$ cat src/rtl/qupls4_agen_seq.sv
// qupls4_agen_seq
// Sequences one load/store address-generator result through the TLB and the
// data cache. An access that spills past a cache line has two phases: line 1,
// then line 2, whose address the generator computes when `next` is driven.
//
// Ports
//   clk, rst             clock, synchronous active-high reset
//   agen_v/agen_adr      generator result (valid is sticky until agen_clr)
//   acc_sz, is_store     log2 access size (0..4 legal) and direction
//   flush                abort the current sequence
//   agen_next, agen_clr  generator controls: compute next line / clear valid
//   tlb_*                translation request/response
//   dc_*                 data-cache request (line-aligned address + lane select)
//   done, fault          one-cycle completion / abort pulses
//   busy                 sequencer is not idle
module qupls4_agen_seq #(
  parameter int ABITS = 64,
  parameter int LINEB = 6
) (
  input  logic                     clk,
  input  logic                     rst,
  input  logic                     agen_v,
  input  logic [ABITS-1:0]         agen_adr,
  input  logic [2:0]               acc_sz,
  input  logic                     is_store,
  input  logic                     flush,
  output logic                     agen_next,
  output logic                     agen_clr,
  output logic                     tlb_req,
  output logic [ABITS-1:0]         tlb_vadr,
  input  logic                     tlb_ack,
  input  logic [ABITS-1:0]         tlb_padr,
  input  logic                     tlb_fault,
  output logic                     dc_req,
  output logic                     dc_we,
  output logic [ABITS-1:0]         dc_padr,
  output logic [(1<<LINEB)-1:0]    dc_sel,
  input  logic                     dc_ack,
  output logic                     done,
  output logic                     fault,
  output logic                     busy
);

  localparam int LBYTES = 1 << LINEB;
  localparam logic [ABITS-1:0] LINE_MASK = {{(ABITS-LINEB){1'b1}}, {LINEB{1'b0}}};

  typedef enum logic [2:0] {IDLE, XLAT1, REQ1, NXWAIT, XLAT2, REQ2, FIN} state_t;

  state_t              state;
  logic                nx_cnt;
  logic [ABITS-1:0]    vadr_r;
  logic [ABITS-1:0]    padr_r;
  logic [LBYTES-1:0]   sel1_r;
  logic [LBYTES-1:0]   sel2_r;
  logic                cross_r;
  logic                store_r;

  logic                size_bad;
  logic [4:0]          nbytes;
  logic [15:0]         lane_mask;
  logic [2*LBYTES-1:0] span;
  logic                start;

  // Byte lanes touched by the access, laid out over two consecutive lines.
  // The upper half is the spill into line 2; it is non-zero exactly when
  // offset + size - 1 carries past the line boundary.
  always_comb begin
    size_bad  = acc_sz > 3'd4;
    nbytes    = 5'd1 << acc_sz;
    lane_mask = 16'((17'd1 << nbytes) - 17'd1);
    span      = {{(2*LBYTES-16){1'b0}}, lane_mask} << agen_adr[LINEB-1:0];
    // agen_clr high means the generator has not yet dropped valid for the
    // sequence just retired, so agen_v is stale this cycle.
    start     = (state == IDLE) && agen_v && !agen_clr && !flush;
  end

  always_ff @(posedge clk) begin
    if (rst) begin
      state    <= IDLE;
      nx_cnt   <= 1'b0;
      done     <= 1'b0;
      fault    <= 1'b0;
      agen_clr <= 1'b0;
    end else begin
      done     <= 1'b0;
      fault    <= 1'b0;
      agen_clr <= 1'b0;
      if (flush) begin
        state    <= IDLE;
        nx_cnt   <= 1'b0;
        agen_clr <= 1'b1;
      end else begin
        case (state)
          IDLE: if (start) begin
            if (size_bad) begin
              fault    <= 1'b1;
              agen_clr <= 1'b1;
            end else begin
              state <= XLAT1;
            end
          end
          XLAT1, XLAT2: if (tlb_ack) begin
            if (tlb_fault) begin
              fault    <= 1'b1;
              agen_clr <= 1'b1;
              state    <= IDLE;
            end else begin
              state <= (state == XLAT1) ? REQ1 : REQ2;
            end
          end
          REQ1: if (dc_ack) begin
            if (cross_r) begin
              state <= NXWAIT;
            end else begin
              state    <= FIN;
              done     <= 1'b1;
              agen_clr <= 1'b1;
            end
          end
          // Two cycles: the generator registers the next-line address one
          // cycle after it sees `next`.
          NXWAIT: begin
            nx_cnt <= ~nx_cnt;
            if (nx_cnt) state <= XLAT2;
          end
          REQ2: if (dc_ack) begin
            state    <= FIN;
            done     <= 1'b1;
            agen_clr <= 1'b1;
          end
          FIN:     state <= IDLE;
          default: state <= IDLE;
        endcase
      end
    end
  end

  // NOTE: datapath registers carry no reset; every output that exposes them
  // is gated by state, so their contents are irrelevant until loaded.
  always_ff @(posedge clk) begin
    if (start) begin
      vadr_r  <= agen_adr;
      store_r <= is_store;
      sel1_r  <= span[LBYTES-1:0];
      sel2_r  <= span[2*LBYTES-1:LBYTES];
      cross_r <= |span[2*LBYTES-1:LBYTES];
    end else if ((state == NXWAIT) && nx_cnt && !flush) begin
      vadr_r <= agen_adr;
    end
    if (tlb_ack && ((state == XLAT1) || (state == XLAT2)))
      padr_r <= tlb_padr & LINE_MASK;
  end

  // NOTE: requests are decoded from state and gated by flush combinationally
  // so they drop in the flush cycle itself rather than one cycle later.
  always_comb begin
    tlb_req   = ((state == XLAT1) || (state == XLAT2)) && !flush;
    dc_req    = ((state == REQ1) || (state == REQ2)) && !flush;
    agen_next = (state == NXWAIT) && !flush;
    tlb_vadr  = tlb_req ? vadr_r : '0;
    dc_padr   = dc_req ? padr_r : '0;
    dc_sel    = '0;
    if (dc_req) dc_sel = (state == REQ1) ? sel1_r : sel2_r;
    dc_we     = dc_req && store_r;
    busy      = state != IDLE;
  end

endmodule

$ cat config.mk
export PLATFORM = sky130hd
export DESIGN_NAME = qupls4_agen_seq
export DESIGN_NICKNAME = d
export VERILOG_FILES = /design/src/rtl/qupls4_agen_seq.sv
export SDC_FILE = /design/constraint.sdc
export NUM_CORES = 1
export LEC_CHECK = 0
export CAP_MARGIN = 20
export CORE_MARGIN = 4
export CORE_UTILIZATION = 46
export CTS_CLUSTER_SIZE = 24
export DETAILED_ROUTE_END_ITERATION = 8
export GPL_ROUTABILITY_DRIVEN = 0
export PLACE_DENSITY_LB_ADDON = 0.08
export SYNTH_ARGS = -nofsm -noshare
export SYNTH_HDL_FRONTEND = slang
export SYNTH_SLANG_ARGS = --single-unit
$ cat constraint.sdc
create_clock -name clk -period 8.2 [get_ports clk]
set_input_delay 1.64 -clock clk [delete_from_list [all_inputs] [get_ports clk]]
set_output_delay 1.64 -clock clk [all_outputs]
set_load 0.1 [all_outputs]
### The metal 1 layer, run 1

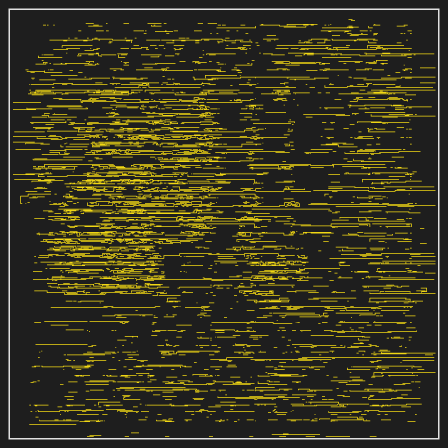
1204 nets have wire on it. The wires run mostly horizontal. The longest straight run is 48.3 µm. The layer carries 11000 µm of wire. The layer holds 38% of the routed length.
routed via count: 7752
met1 global-route usage: 27.6%
final wirelength: 28.7 mm

### Wires at chosen ports, followed through buffers, run 1

Scale bar: 50 µm.
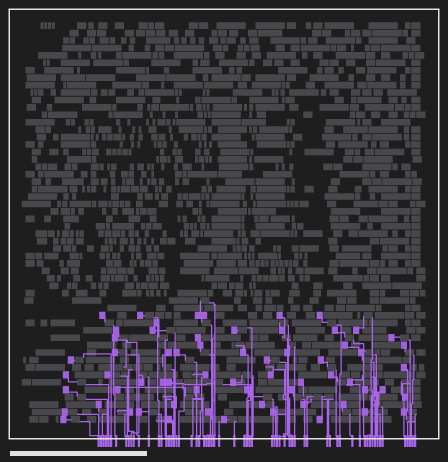
Key: tlb_vadr = purple [bits 64, direction output, end cells 64, buffers 64, wire 1930 µm]

### Sequential cells grouped by signal name, run 1

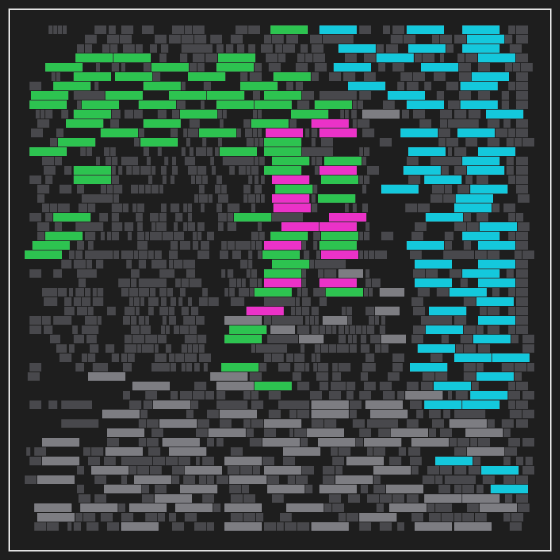
Key: padr_r = cyan [sequential cells 58, where a column on the right]; sel1_r = green [sequential cells 64]; sel2_r = magenta [sequential cells 15]

-- run 1: routing by layer --
metal / track usage, % / vias to the layer above / wire length, µm
li1: - / 3765 / -
met1: 27.6 / 3606 / 11000
met2: 39.5 / 334 / 14700
met3: 5.42 / 47 / 2480
met4: 6.20 / 0 / 638
met5: 0 / - / 0
-- run 1: worst max-delay path: stages --
cell	delay [ps]
clkdlybuf4s50_1	550
a21o_1	410
inv_1	110
buf_4	380
and2_1	210
clkdlybuf4s50_1	1150
-- run 1: registers in the layout (all words and copies together), names as in the netlist --
signal and cells:
sel1_r 64, vadr_r 64, store_r 1, state 3, nx_cnt 1, cross_r 1, padr_r 58, agen_clr 1
fault 1, done 1, sel2_r 15
==> results.cfg, run 1 <==
; yosys + openroad results
[run_status]
status = completed

[synth]
ys_ff = 210
synthTopCellsByCount = edfxtp_1 (203), and2_1 (181), nand2_1 (71)
area_leaders = edfxtp_1 (60%), and2_1 (11%), a21oi_1 (2.7%)
simple_gate_share_pct = 21.2
ys.flop_type = edfxtp_1
fa_ha_area_share_pct = 0.246
synth_area_per_cell_um2 = 11.5
yosysWarnings = 0
ys_cells = 882
mux_share_pct = 1.70
async_flop_share_pct = 0
enable_flop_cells = 203
ys_types = 75
ys_seq_share_pct = 61.3

[layout]
flop_area_mm2 = 0.00624
most-common-layout-cells = clkdlybuf4s50_1 (326), edfxtp_1 (203), and2_1 (181)
nNonClkBuffers = 339
finish.utilization_pct = 65.8
finalNonFillerCells = 1474
layout_top_cell = clkdlybuf4s50_1
logic_area_mm2 = 0.00361
buffer_area_share_pct = 23.5
final-clk-cell-share_pct = 4.98
flops = 210
seq_share_pct = 43.6
dominant_cells = flip-flops and latches
synthToLayoutAreaGrowth_pct = 40.7

[cts]
cts_resized = 0
cts.sinks = 210
clock_path_buffers = 3
clk_transition_reported_paths_ps = 60
cts_buffers = 22
cts_max_level = 1

[power_and_ir_drop]
cellPowerDensity_mw_per_mm2 = 174
peakVddDrop_mv = 0.129
p_clk_share_pct = 39.2
p_int_uw = 1910
maxPowerGroup = sequential cells
power_uw = 2490
power_sequential_uw = 1220
sw_frac_of_total_pct = 23.0
comb_power_share_pct = 11.7
sequentialPowerShare_pct = 49.2

[setup_path]
r2r_end = vadr_r[26]$_DFFE_PP_
critical_path.max_fanout = 60
r2r-start = state[0]$_SDFFE_PP0P_
reg2regPathDepth = 5
ff2ff_setup_slack_ps = 5170
cp-start-kind = primary input
arrival_ps = 4500
crit_required_ps = 6560

[final_timing]
max-slew-margin-rel_pct = 23.0
timing.final.max_slew_violations = 0
setup_tns_ps = 0
rsz0062_at_grt = no
tightest_slew_ps = 1150
holdWs_ps = 570
hold_viol = 0
post-route-min-period_ps = 6140

[placement]
dp_hpwl_mm = 20.7
pre_cts_slack_ps = 2000
post-place-cells = 1433
numPortBuffers = 326

[grt]
grt_max_degree = 84
antenna_found_initial = 1
grt_pass1_wl_mm = 42.8
grt_pass1_vias = 7185

[min_path]
hold_path_class = reg2reg
min_from = nx_cnt$_SDFFE_PP0P_

[routing]
ant_nets = 0
drc = 0
via_per_inst = 5.26
avgRoutedWirePerCell_um = 19.5
firstDrtPassIters = 6

[floorplanning]
die_w_um = 157
row_count = 54
core_area_mm2 = 0.0218
die_height_um = 157
die_area_mm2 = 0.0246

[job]
drv_cap = 0
## Run 2: what changed since run 1
Clock period 8.2 ns to 6.27 ns, I/O delays scaled along.
### Routing congestion map, run 2

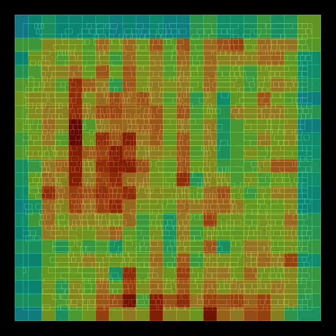
gr busiest metal: met2
met3 Track Usage GR: 5.86%
met1 global-route usage: 27.6%
routed len/inst: 19.7 µm
final core occ: 64.7%

==> results.cfg, run 2 <==
; yosys + openroad results
[run_status]
status = completed

[layout]
logic_area_mm2 = 0.00361
most-common-layout-cells = edfxtp_1 (203), clkdlybuf4s50_1 (188), and2_1 (181)
flop_area_mm2 = 0.00624
layout_top_cell = edfxtp_1
top_regs = sel1_r (64), vadr_r (64), padr_r (58)
finalNonFillerCells = 1477
final.fill_count = 1751
synthToLayoutAreaGrowth_pct = 38.4
final_area_mm2 = 0.0141

[min_path]
hold_path_class = reg2reg
min_from = nx_cnt$_SDFFE_PP0P_
min_to = nx_cnt$_SDFFE_PP0P_

[final_timing]
setup_tns_ps = 0
max-slew-margin-rel_pct = 29.8
clock_skew_ps = 12.3
setup_viol = 0
timing.final.max_slew_violations = 0
post-route-min-period_ps = 5030
holdWs_ps = 553
timing.final.ws_setup_ps = 1240
tightest_slew_ps = 1050
rsz0062_at_grt = no
hold_viol = 0

[floorplanning]
die_height_um = 157
core_area_mm2 = 0.0218
die_area_mm2 = 0.0246
row_count = 54
die_w_um = 157

[setup_path]
crit_path_end = dc_sel[11]
slowest_stage = clkdlybuf4s50_1
critPathBufInv = 1
ff2ff_setup_slack_ps = 3520
crit_required_ps = 5020
critical_path.max_fanout = 18
slowest_delay_ps = 1200
arrival_ps = 3780
path_cells = nor2b_1, nand2b_1, a21o_1, a21oi_1, clkdlybuf4s50_1
path_delay_family = buffers and inverters
cp-start-kind = register
reg2regPathDepth = 5
r2r_end = vadr_r[5]$_DFFE_PP_
r2r-start = state[1]$_SDFFE_PP0P_
cp-end-kind = primary output
path_depth = 5

[synth]
ys.flop_type = edfxtp_1
synthTopCellsByCount = edfxtp_1 (203), and2_1 (181), nand2_1 (71)
synth_area_per_cell_um2 = 11.5
async_flop_share_pct = 0
enable_flop_cells = 203
ys_seq_share_pct = 61.3
mux_share_pct = 1.70
area_leaders = edfxtp_1 (60%), and2_1 (11%), a21oi_1 (2.7%)
netlist_area_mm2 = 0.0102
yosysWarnings = 0
simple_gate_share_pct = 21.2
fa_ha_area_share_pct = 0.246
ys_ff = 210
ys_cells = 882
ys_types = 75

[placement]
pre_cts_slack_ps = 1310
place_area_mm2 = 0.0133
dp_hpwl_mm = 21.2
post-place-cells = 1436
numPortBuffers = 326

[grt]
grt_pass1_vias = 7441
grt_pass1_wl_mm = 43.3
use_met2_pct = 39.4
antenna_found_initial = 0
grt_usage_pct = 22.5
grt_max_degree = 83
gr-total-overflow = 0

[routing]
top_layer_used = met4
routed_wl_mm = 29.1
met3_length_mm = 2.52
firstDrtPassIters = 6
drc = 0
dr_wl_met2_mm = 14.7
vias = 7908
ant_nets = 0
drt_iter0_markers = 748
m1WireLength_mm = 11.2
via_per_inst = 5.35

[power_and_ir_drop]
cellPowerDensity_mw_per_mm2 = 242
power_uw = 3410
peakVddDrop_mv = 0.147

[job]
drv_cap = 0

[cts]
cts_hold_buf = 0
cts_resized = 0
clock_path_buffers = 3
cts.sinks = 210
cts_max_level = 1
clock_latency_ps = 510
cts_buffers = 23
root_buffer = clkbuf_16
clk_transition_reported_paths_ps = 60
run 2: netlist changes by cell type in the layout (fill, tap and decap cells not counted), moves of 2 or more:
cell / before / now
buf_4: 13 / 154
clkinvlp_4: 2 / 0
bufinv_16: 2 / 5
inv_6: 0 / 3
clkinv_2: 2 / 4
clkinv_1: 6 / 2
clkdlybuf4s50_1: 326 / 188
run 2: final cells by class:
cell class / count / area share (%)
Timing Repair Buffer: 342 / 21.6
Sequential cell: 210 / 44.3
Inverter: 10 / 0.267
Tap cell: 280 / 2.49
Multi-Input combinational cell: 594 / 25.7
Clock buffer: 28 / 4.29
Clock inverter: 13 / 1.42
run 2: report_power, final:
part	switching (µW)	internal, µW
sequential	9.05	1590
clock	532	895
combinational	230	150
## Run 3: what changed since run 2
Settings changed: CORE_UTILIZATION 46 to 42.
Clock period 6.27 ns to 4.4 ns, I/O delays scaled along.
### Wires at chosen ports, followed through buffers, run 3

Scale bar: 50 µm.
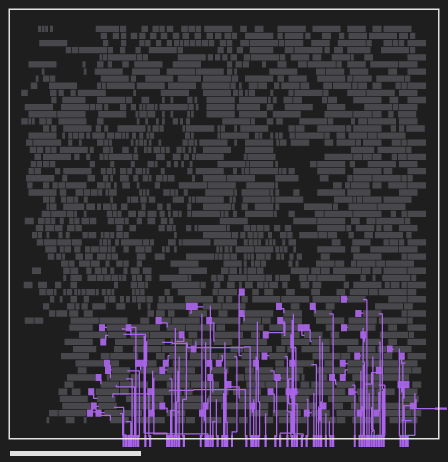
Key: tlb_vadr = purple [bits 64, direction output, end cells 64, buffers 64, wire 2140 µm]

==> results.cfg, run 3 <==
; yosys + openroad results
[final_timing]
clock_skew_ps = 13.4
max-slew-margin-rel_pct = 27.0
post-route-min-period_ps = 3830
holdWs_ps = 549
tightest_slew_ps = 1090
setup_viol = 0
setup_tns_ps = 0
timing.final.max_slew_violations = 0
timing.final.crit_share_pct = 87.2
timing.final.ws_setup_ps = 565
hold_viol = 0
max_freq_mhz = 261
rsz0062_at_grt = no

[routing]
m1WireLength_mm = 11.9
routed_wl_mm = 31.9
avgRoutedWirePerCell_um = 20.8
dr_wl_met2_mm = 16.3
met3_length_mm = 2.97
drc = 0
ant_nets = 0
top_layer_used = met5
firstDrtPassIters = 5
via_per_inst = 5.21
drt_iter0_markers = 823
vias = 7987

[grt]
gr-total-overflow = 0
grtUsageMet3_pct = 6.81
grt_usage_pct = 22.9
antenna_found_initial = 3
grt_max_degree = 66
grt_pass1_vias = 7530
busiest_layer = met2
use_met2_pct = 40.6
grt.met1_usage_pct = 27.3
grt_pass1_wl_mm = 46.8

[cts]
clock_path_buffers = 3
root_buffer = clkbuf_16
cts_max_level = 1
clock_latency_ps = 520
cts_resized = 0
post-cts-setup-buffer-count = 0
clk_transition_reported_paths_ps = 60
cts_buffers = 23
cts.sinks = 210
cts_tree = done
cts_hold_buf = 0

[layout]
final_area_mm2 = 0.0156
synthToLayoutAreaGrowth_pct = 53.6
most-common-layout-cells = edfxtp_1 (203), and2_1 (181), clkdlybuf4s50_1 (136)
finish.utilization_pct = 66.1
final_nets = 1339
finalNonFillerCells = 1534
drive_gt1_share_pct = 22.9
layout_top_cell = edfxtp_1
final.fill_count = 1788
top_regs = sel1_r (64), vadr_r (64), padr_r (58)
logic_area_mm2 = 0.00361
flop_area_mm2 = 0.00624
n_antenna_cell = 0

[floorplanning]
core_area_mm2 = 0.0236
die_height_um = 164
ios = 339
die_w_um = 164
die_area_mm2 = 0.0268
row_count = 56
fp_util_pct = 43.1

[synth]
mux_share_pct = 1.70
enable_flop_cells = 203
synthTopCellsByCount = edfxtp_1 (203), and2_1 (181), nand2_1 (71)
simple_gate_share_pct = 21.2
ys_area_mm2 = 0.0102
ys_types = 75
ys.flop_type = edfxtp_1
ys_seq_share_pct = 61.3
top_cell = edfxtp_1
ys_cells = 882
netlist_area_mm2 = 0.0102
yosys.area.top_type_share_pct = 59.9
synthTopLogicFamily = simple AND/OR/NAND/NOR gates
yosysWarnings = 0
fa_ha_area_share_pct = 0.246
synth-compound-area-share_pct = 11.5
ys_ff = 210
async_flop_share_pct = 0
synthCells = 882
synthXorXnorAreaFrac_pct = 0.344
synth_area_per_cell_um2 = 11.5
yosysTopAreaCell = edfxtp_1
area_leaders = edfxtp_1 (60%), and2_1 (11%), a21oi_1 (2.7%)

[setup_path]
critPathKind = reg2out
startpoint = state[1]$_SDFFE_PP0P_
arrival_ps = 2950
crit_required_ps = 3520
r2r_end = vadr_r[47]$_DFFE_PP_
r2r-start = state[0]$_SDFFE_PP0P_
critical_path.max_fanout = 60
ff2ff_setup_slack_ps = 2210
reg2regPathDepth = 5
cp-end-kind = primary output
cp-start-kind = register
crit_path_end = dc_padr[44]

[placement]
post-place-cells = 1492
dp_hpwl_mm = 23.5
pre_cts_slack_ps = 421
place_area_mm2 = 0.0149
numPortBuffers = 326

[min_path]
hold_path_class = reg2reg
min_from = nx_cnt$_SDFFE_PP0P_
worstHoldPathCells = 2
min_to = nx_cnt$_SDFFE_PP0P_

[power_and_ir_drop]
peakVddDrop_mv = 0.243
sequentialPowerShare_pct = 48.6
p_leak_uw = 0.00577
comb_power_share_pct = 12.4
p_clk_share_pct = 39.0
cellPowerDensity_mw_per_mm2 = 300
p_switching_uw = 1110
p_int_uw = 3570
sw_frac_of_total_pct = 23.8
power_uw = 4690

[job]
drv_cap = 0
openroad.warnings = 33

[run_status]
status = completed
run 3: cell counts after synthesis:
Identical to the previous run, type by type.
run 3: power by group through the flow:
stage | clock (µW) | combinational (µW) | sequential (µW)
after floorplan | 0 | 320 | 2320
after global placement | 0 | 563 | 2320
after detailed placement | 0 | 571 | 2320
after CTS | 1880 | 575 | 2280
after global routing | 1970 | 619 | 2280
final | 1830 | 580 | 2280
run 3: area by class of cell:
type                            count  area share, %
Clock inverter                      7          0.417
Sequential cell                   210           39.9
Clock buffer                       35           4.11
Tap cell                          319           2.56
Timing Repair Buffer              359           29.6
Multi-Input combinational cell    594           23.1
Inverter                           10          0.240
run 3: critical path: stages (launching register included):
cell and delay (ps):
dfxtp_1 590, nor2b_1 320, nand2b_1 110, a21o_1 380, inv_1 110, buf_4 410
and2_1 290, buf_12 200
Power figures rest on the tool's default switching activity, not on a simulated workload.
